Design uart_mem_bridge, sky130hd; sources not shown.
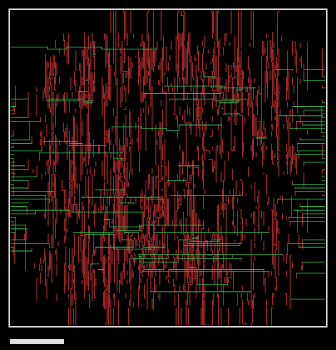
layers.png
Bar = 20 µm. Only two layers are drawn.
legend:
  red:
    layer: M2
    wire_length: 6930 µm
  green:
    layer: M3
    wire_length: 1420 µm
via count: 5239
Wirelength per Cell: 15.4 µm
DRT Wirelength: 15900 µm
global router's overall resource usage: 24.3%

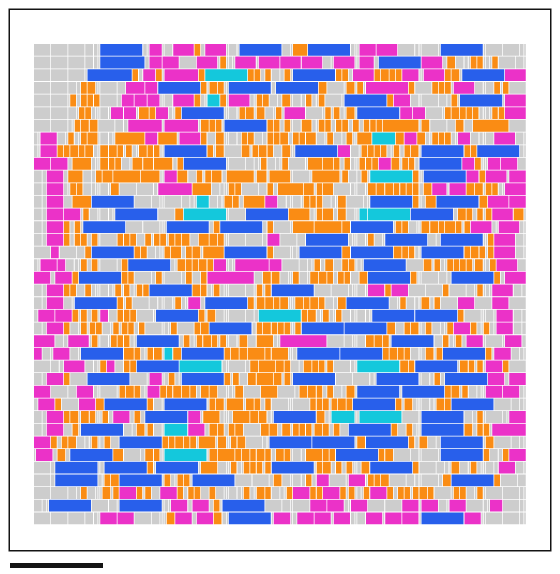
class_map.png
Bar = 20 µm. Fill, decap, tap and diode cells in grey.
legend:
  orange:
    class: remaining logic cells
    cells: 606
  cyan:
    class: clock drivers and dummy loads
    cells: 16
  blue:
    class: registers
    cells: 106
  magenta:
    class: remaining buffers and delay cells
    cells: 166
flop share of the area: 34.5%
Util after Layout: 70.4%
fin area: 7690 µm²
# rows: 38
placeable core area: 10900 µm²

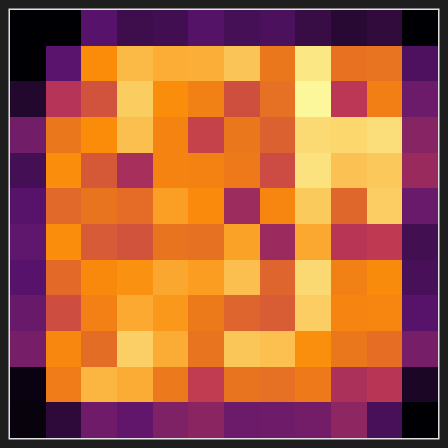
util_map.png
The die is cut into 12 by 12 equal tiles; black is low, pale yellow is high, 0 to 100% covered.
mean over tiles: 56%
fullest tile: 98%
tiles over 75% full: 26%
starting density of the core: 50.3%

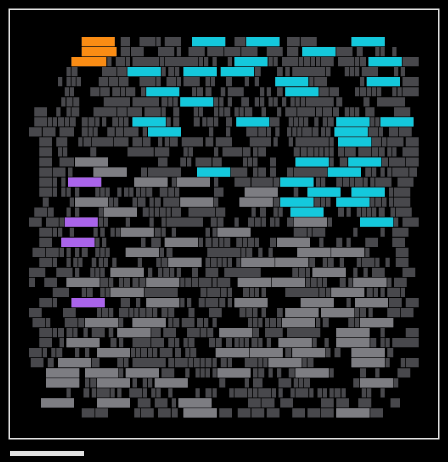
ff_map.png
Bar = 20 µm.
legend:
  purple:
    name_in_the_netlist: `wstrb_q`
    flops: 4
    where: west
  orange:
    name_in_the_netlist: `state_q`
    flops: 3
  cyan:
    name_in_the_netlist: `rdata_q`
    flops: 32
sequential power: 2.43 mW
sequential cell area: 2660 µm²

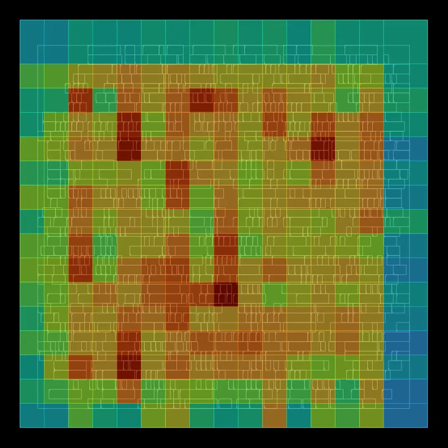
congestion_map.png
met2 track demand over resource: 35.5%
met1 global-route usage: 36.9%
routing usage on met3: 5.17%
most used routing layer: met1

==> results.toml <==
# flow metrics
[placed_design]
io_buffer_count = 126
gp_congestion = 0.867
post-dp-hpwl_um = 11300

[drt]
drt_iter0_markers = 514
drtPass1Iterations = 5
drc_errors = 0
drtAntennaViolNets = 0
via_per_inst = 5.07

[global_routing]
first_global_vias = 5086
initial_antenna_violation_count = 0
grt_max_degree = 73
first_pass_grt_wire_length_um = 25500
overflow_left_after_global_routing = 0

[timing]
fmax_mhz = 397
max_slew_headroom_at_the_worst_pin_pct = 64.5
layout_min_cycle_time_ps = 2520
final-hold-violation-count = 0
setup_violations = 0
final_min_period_over_clock_period_pct = 97.3
worst_clock_skew_ps = 7.73
fin_tns_setup_ps = 0

[synthesis]
yosysCellCount = 746
syn-cell-area_um2 = 5510
seq_area_frac_synth_pct = 48.2
ys_chip_area_um2 = 5510
synth.net_count = 833
yosysUniqueCellTypes = 27
synth_cells = 746
synth-seq-cells = 106
yosysWarningCount = 0

[floorplanning]
die_width_um = 116
pin_count = 127

[flow_run]
warnings = 31
max-cap-violations = 0

[pwr]
power_per_cell_area_nw_per_um2 = 952
max-vdd-ir-drop_uv = 491
power.leakage_nw = 4.09
fin_total_pwr_mw = 7.33

[clocking]
ctsHtreeMaxLevel = 3
cts.sink_count = 106
clockRootBuffer = "sky130_fd_sc_hd__clkbuf_16"
insertion_delay_late_pin_ps = 350
clkTransAtPathRegs_ps = 70
cts.hold.buffers_added = 0
numCtsBuffers = 9
clk_path_buf_depth = 2

[final_layout]
synthesis_to_layout_area_growth_pct = 39.8
final_layout_size_suffix_gt1_share_pct = 14.1
finalNetCount = 976
layout_top_cell_excl_fill_tap = "sky130_fd_sc_hd__nand2_1"
num_antenna_cells = 0

[worst_setup_path]
r2r_setup_slack_ps = 570
critPathSlowestCell = "sky130_fd_sc_hd__dfrtp_2"
crit_fanout = 9
worst_setup_path_end_kind = "output port"
timing.critical_path.from_type = "flop"
ff2ff_path_depth = 5
critical_path_required_ps = 1940
crit_arrival_ps = 1870
startpoint_to_endpoint_class_of_the_critical_path = "reg2out"
cp_slowest_stage_delay_ps = 410

[min_path]
min_path_type = "in2async"

[run_status]
outcome = "finished clean"
logic make-up after synthesis:
group | Yosys count | share of synthesized area, %
AND-OR/OR-AND | 106 | 10.6
buffers and inverters | 147 | 11.3
AND/OR/NAND/NOR | 382 | 28.8
adder cells (fa/ha/maj) | 5 | 1.14
flip-flops | 106 | 48.2
cells in the mapped netlist:
cell,number,area (µm²)
sky130_fd_sc_hd__a21oi_1,2,10.0
sky130_fd_sc_hd__nor2_1,70,263
sky130_fd_sc_hd__o21ai_0,52,260
sky130_fd_sc_hd__buf_4,11,82.6
sky130_fd_sc_hd__nor2_4,2,22.5
sky130_fd_sc_hd__inv_2,7,26.3
sky130_fd_sc_hd__nor3_1,1,5.00
sky130_fd_sc_hd__nand4_1,1,6.26
sky130_fd_sc_hd__buf_2,8,40.0
sky130_fd_sc_hd__o21a_4,1,15.0
sky130_fd_sc_hd__buf_1,1,3.75
sky130_fd_sc_hd__ha_1,5,62.6
sky130_fd_sc_hd__clkbuf_1,12,45.0
sky130_fd_sc_hd__inv_4,1,6.26
sky130_fd_sc_hd__nand3_1,67,335
sky130_fd_sc_hd__dfrtp_1,106,2650
sky130_fd_sc_hd__o21ai_1,45,225
sky130_fd_sc_hd__nand2_2,5,31.3
sky130_fd_sc_hd__nor2_2,6,37.5
sky130_fd_sc_hd__clkinv_1,1,3.75
sky130_fd_sc_hd__buf_6,2,22.5
sky130_fd_sc_hd__nor4_1,2,12.5
sky130_fd_sc_hd__inv_1,104,390
sky130_fd_sc_hd__nand2_1,226,848
sky130_fd_sc_hd__nand2_4,2,22.5
sky130_fd_sc_hd__o21ai_4,3,48.8
sky130_fd_sc_hd__o21ai_2,3,26.3
area by class of cell:
cell class              count  area, µm²
multi-input cells         493       2390
clock inverters             4       25.0
fillers                   868       3240
well taps                 140        175
repair buffers            166       1760
clock buffers              12        267
inverters                 113        427
flip-flops and latches    106       2660
worst max-delay path, delay by kind of cell, from the launching register on:
| family | cells | cell delay [ps] |
|---|---|---|
| buf+inv | 4 | 560 |
| simple gates | 6 | 560 |
| flops | 1 | 410 |
stage by stage:
step / worst slack (ps) / instances / hold slack [ps] / util, % / cell area (µm²)
3_5_place_dp: -278 / 1003 / 463 / 63.9 / 6990
6_report: 69.5 / 1034 / 224 / 70.4 / 7690
5_1_grt: -0.928 / 1034 / 253 / 70.4 / 7690
3_3_place_gp: -298 / 1003 / 454 / 63.9 / 6990
2_1_floorplan: 669 / 746 / 352 / - / 5510
4_1_cts: -208 / 1024 / 234 / 68.0 / 7430
per-layer routing:
metal  vias to the layer above  track usage, %  share of wire, %
li1                       2585               -                 -
met1                      2425            36.9                46
met2                       210            35.5                43
met3                        19            5.17               8.9
met4                         0            6.03               1.4
met5                         -               0                 0
power breakdown:
part | total (mW) | leakage, nW | internal [mW] | switching [mW]
Sequential | 2.43 | 1.36 | 2.23 | 0.204
Clock | 1.33 | 0.141 | 0.728 | 0.605
Combinational | 3.56 | 2.59 | 1.34 | 2.22
timing repair:
item                                    4_1_cts  5_1_grt
buffers inserted                              4        9
pin swaps                                     5       10
endpoints found under the setup margin       41       40
resized                                      26       72
gates cloned                                  2        1
Power is estimated from default activity; no workload was simulated.
